**src/rtl/exhaustive_pattern_sequencer_pkg.sv**
```systemverilog
// -----------------------------------------------------------------------------
// pattern_seq_pkg
// Shared types and constants for the exhaustive pattern sequencer.
//   state_t  : sequencer FSM states
//   SETTLE_W : width of the settle-time down-counter
//   n_pat()  : number of patterns for a given BUT input width (2^n_in)
// -----------------------------------------------------------------------------
package pattern_seq_pkg;

  typedef enum logic [2:0] {
    IDLE    = 3'd0,
    APPLY   = 3'd1,
    WAIT    = 3'd2,
    CAPTURE = 3'd3,
    CMP     = 3'd4
  } state_t;

  localparam int SETTLE_W = 4;

  function automatic int n_pat(input int n_in);
    return 1 << n_in;
  endfunction

endpackage

```
**src/rtl/exhaustive_pattern_sequencer_settle_timer.sv**
```systemverilog
// -----------------------------------------------------------------------------
// settle_timer
// Down-counter that measures the settle interval between driving a pattern and
// sampling the BUT response.
//   clk      : clock, rising edge
//   reset    : synchronous active-low reset, clears the count
//   load     : load load_val into the counter (has priority over en)
//   load_val : number of settle cycles to wait
//   en       : decrement while waiting
//   expire   : high during the last waiting cycle (count has reached 1)
// -----------------------------------------------------------------------------
module settle_timer
  import pattern_seq_pkg::*;
(
  input  logic                clk,
  input  logic                reset,
  input  logic                load,
  input  logic [SETTLE_W-1:0] load_val,
  input  logic                en,
  output logic                expire
);

  logic [SETTLE_W-1:0] count;

  always_ff @(posedge clk) begin
    if (!reset) begin
      count <= '0;
    end else if (load) begin
      count <= load_val;
    end else if (en && (count != '0)) begin
      count <= count - SETTLE_W'(1);
    end
  end

  // A count of N loaded in APPLY gives exactly N cycles in WAIT: the cycle
  // that observes count==1 is the last one. Count 0 also reports expired so a
  // stray enable can never stall the sequencer.
  assign expire = (count <= SETTLE_W'(1));

endmodule

```
**src/rtl/exhaustive_pattern_sequencer.sv**
```systemverilog
// -----------------------------------------------------------------------------
// exhaustive_pattern_sequencer
// Drives a block under test (BUT) through all 2^N_IN input patterns in
// ascending order, waits SETTLE cycles per pattern, captures the one-bit BUT
// response into resp_vec and finally compares resp_vec with golden.
//
// Host handshake: a sweep is requested by holding start high across a rising
// edge while busy is low; start is ignored while busy. Completion is signalled
// by a single-cycle done pulse; resp_vec and mismatch are valid from that
// cycle and hold until the next accepted start. abort while busy returns to
// IDLE immediately with cleared results and no done pulse; in IDLE abort has
// no effect.
//
// Ports:
//   CK        : clock, rising edge
//   reset     : synchronous active-low reset
//   start     : begin a sweep (sampled only in IDLE)
//   abort     : cancel an active sweep
//   golden    : expected responses, bit i for pattern i (sampled in CMP)
//   but_out   : BUT response bit (sampled only in CAPTURE)
//   pat       : pattern driven to the BUT
//   busy      : high in every state except IDLE
//   done      : one-cycle completion pulse
//   resp_vec  : captured responses, bit i for pattern i
//   mismatch  : resp_vec != golden, valid from done until the next start
//   fsm_state : current FSM state, for observation
// -----------------------------------------------------------------------------
module exhaustive_pattern_sequencer
  import pattern_seq_pkg::*;
#(
  parameter  int N_IN   = 4,
  parameter  int SETTLE = 1,
  localparam int N_PAT  = n_pat(N_IN)
) (
  input  logic             CK,
  input  logic             reset,
  input  logic             start,
  input  logic             abort,
  input  logic [N_PAT-1:0] golden,
  input  logic             but_out,
  output logic [N_IN-1:0]  pat,
  output logic             busy,
  output logic             done,
  output logic [N_PAT-1:0] resp_vec,
  output logic             mismatch,
  output state_t           fsm_state
);

  // One extra bit so the index never wraps when checking for the last pattern.
  localparam int IDX_W = N_IN + 1;
  localparam logic [IDX_W-1:0]    LAST_IDX = IDX_W'(N_PAT - 1);
  localparam logic [SETTLE_W-1:0] SETTLE_V = SETTLE_W'(SETTLE);

  state_t           state;
  logic [IDX_W-1:0] index;
  logic             settle_expire;

  settle_timer u_settle_timer (
    .clk      (CK),
    .reset    (reset),
    .load     (state == APPLY),
    .load_val (SETTLE_V),
    .en       (state == WAIT),
    .expire   (settle_expire)
  );

  always_ff @(posedge CK) begin
    if (!reset) begin
      state    <= IDLE;
      index    <= '0;
      pat      <= '0;
      busy     <= 1'b0;
      done     <= 1'b0;
      resp_vec <= '0;
      mismatch <= 1'b0;
    end else begin
      done <= 1'b0;
      // abort overrides every transition out of a busy state, including the
      // final CAPTURE and CMP, so an aborted sweep never reports done.
      if ((state != IDLE) && abort) begin
        state    <= IDLE;
        index    <= '0;
        pat      <= '0;
        busy     <= 1'b0;
        resp_vec <= '0;
        mismatch <= 1'b0;
      end else begin
        case (state)
          IDLE: begin
            if (start) begin
              state    <= APPLY;
              index    <= '0;
              busy     <= 1'b1;
              resp_vec <= '0;
              mismatch <= 1'b0;
            end
          end
          APPLY: begin
            pat   <= index[N_IN-1:0];
            state <= (SETTLE > 0) ? WAIT : CAPTURE;
          end
          WAIT: begin
            if (settle_expire) begin
              state <= CAPTURE;
            end
          end
          CAPTURE: begin
            resp_vec[index[N_IN-1:0]] <= but_out;
            if (index == LAST_IDX) begin
              state <= CMP;
            end else begin
              index <= index + IDX_W'(1);
              state <= APPLY;
            end
          end
          CMP: begin
            // resp_vec already holds the last captured bit at this point.
            mismatch <= (resp_vec != golden);
            done     <= 1'b1;
            busy     <= 1'b0;
            state    <= IDLE;
          end
          default: begin
            state <= IDLE;
            busy  <= 1'b0;
          end
        endcase
      end
    end
  end

  assign fsm_state = state;

endmodule

```
**config.mk**
```make
export PLATFORM = sky130hd
export DESIGN_NAME = exhaustive_pattern_sequencer
export DESIGN_NICKNAME = d
export VERILOG_FILES = /design/src/rtl/exhaustive_pattern_sequencer_pkg.sv /design/src/rtl/exhaustive_pattern_sequencer_settle_timer.sv /design/src/rtl/exhaustive_pattern_sequencer.sv
export SDC_FILE = /design/constraint.sdc
export NUM_CORES = 1
export LEC_CHECK = 0
export ABC_AREA = 0
export ABC_CLOCK_PERIOD_IN_PS = 3300
export CELL_PAD_IN_SITES_DETAIL_PLACEMENT = 0
export CELL_PAD_IN_SITES_GLOBAL_PLACEMENT = 1
export CORE_MARGIN = 1.5
export CORE_UTILIZATION = 38
export CTS_CLUSTER_DIAMETER = 40
export DETAILED_ROUTE_END_ITERATION = 10
export PLACE_DENSITY = 0.9
export SLEW_MARGIN = 5
export SYNTH_ARGS = -nofsm -noshare
export SYNTH_HDL_FRONTEND = slang
export SYNTH_SLANG_ARGS = --single-unit
```
**constraint.sdc**
```tcl
create_clock -name CK -period 3.3 [get_ports CK]
set_clock_uncertainty 0.05 [all_clocks]
set_input_delay 0.33 -clock CK [delete_from_list [all_inputs] [get_ports CK]]
set_output_delay 0.33 -clock CK [all_outputs]
set_load 0.05 [all_outputs]
```
met1.png
Bar = 20 µm.
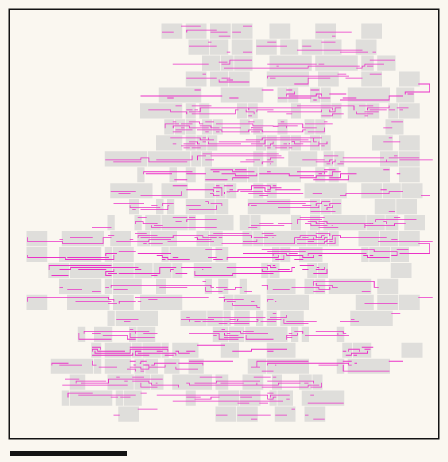
nets with wire on the layer: 252
longest straight run: 22.5 µm
wire length on this layer: 1,940 µm
main direction: horizontal
share of all routed wire: 50%
M1 GR Usage: 0.212
DR vias: 1,621

==> results.py <==
# Synthesis and PnR figures
metrics = {
    "global_routing": {
        "grt_pass1_vias": 1420,
        "antenna_found_initial": 0,
    },
    "layout": {
        "lay_top_cells": "clkdlybuf4s50_1, dfxtp_1, a21oi_1",
        "final_common_cell": "clkdlybuf4s50_1",
        "largest_reg_flops": 16,
        "fin_nets": 288,
    },
    "placement": {
        "place_congestion": 0.738,
    },
    "status": {
        "outcome": "completed",
    },
    "floorplanning": {
        "fp_util": 0.394,
        "ioPinCount": 47,
    },
    "synth": {
        "seq_area_frac_synth": 0.377,
        "edf_count": 0,
        "synthFlopType": "dfxtp_1",
        "syn_area_mm2": 0.00186,
    },
    "timing": {
        "timing.setup.tns_ns": 0,
    },
    "pwr": {
        "ir_drop_v": 0.000236,
        "p_leak_nw": 0.891,
    },
    "setup_path": {
        "worst_setup_path_start_kind": "flop",
        "cp.arrival_ns": 1.81,
    },
    "clock_tree": {
        "clkTransAtPathRegs_ns": 0.07,
    },
    "run": {
        "cap_violations": 0,
    },
}
met2.png
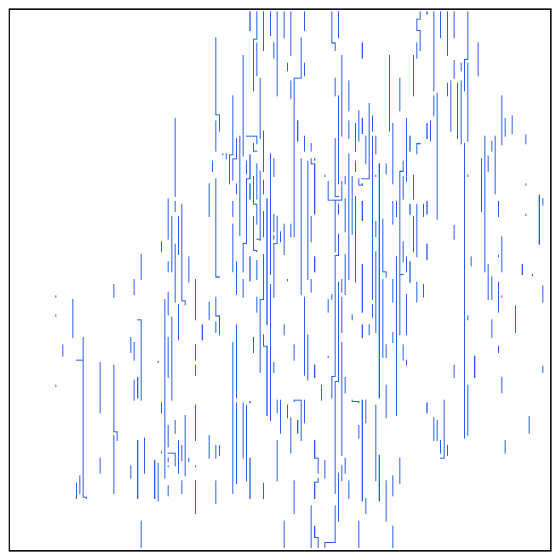
longest straight run: 39.8 µm
wire length on this layer: 1,690 µm
nets with wire on the layer: 219
share of all routed wire: 43%
met2 Use GR: 0.239
Total Routed Length: 3920 µm

kinds of logic after synthesis:
family / Yosys count / share of synthesized area
simple gates: 70 / 0.213
mux: 4 / 0.0215
flops: 35 / 0.377
compound gates: 60 / 0.176
buf+inv: 23 / 0.0565
fa+ha+maj: 8 / 0.0538
xor+xnor: 22 / 0.104
path summary, 6_finish.rpt:
check,start,depth (start not counted),slack [ns],to
min,busy,2,0.43,busy
min reg2reg,busy,2,0.43,busy
max,fsm_state[1],1,1.11,fsm_state[1]
max reg2reg,index[0],7,1.26,index[3]
metal layers:
metal / vias up / routed length [µm]
li1: 844 / -
met1: 720 / 1940
met2: 52 / 1690
met3: 5 / 236
met4: 0 / 52
met5: - / 0
area by class of cell:
| type | count | area (µm²) | share of cell area |
|---|---|---|---|
| clock buffers | 6 | 82.6 | 0.0342 |
| clock inverters | 1 | 5.00 | 0.00207 |
| inverters | 7 | 26.3 | 0.0109 |
| multi-input cells | 164 | 1050 | 0.437 |
| flip-flops and latches | 35 | 701 | 0.290 |
| well taps | 67 | 83.8 | 0.0347 |
| repair buffers | 46 | 460 | 0.191 |
power breakdown:
group          internal (mW)  switching, mW  total, mW
Combinational         0.0932          0.126      0.219
Sequential             0.436         0.0276      0.464
Clock                  0.164          0.143      0.306
metrics by stage:
stage,instance area (µm²),std cells,utilization,hold slack (ns)
final,2410,326,0.511,0.428
after global routing,2410,326,0.511,0.450
after CTS,2410,326,0.511,0.429
after detailed placement,2330,319,0.492,0.414
after global placement,2330,319,0.492,0.411
after floorplan,1860,222,-,0.397
worst reg2reg max path, cell delays in order (launching register included):
cell,delay [ns]
dfxtp_1,0.36
ha_1,0.32
and3_1,0.26
ha_1,0.22
and4bb_2,0.35
nand4_1,0.12
xor2_1,0.16
nor3_1,0.12
Power figures rest on the tool's default switching activity, not on a simulated workload.
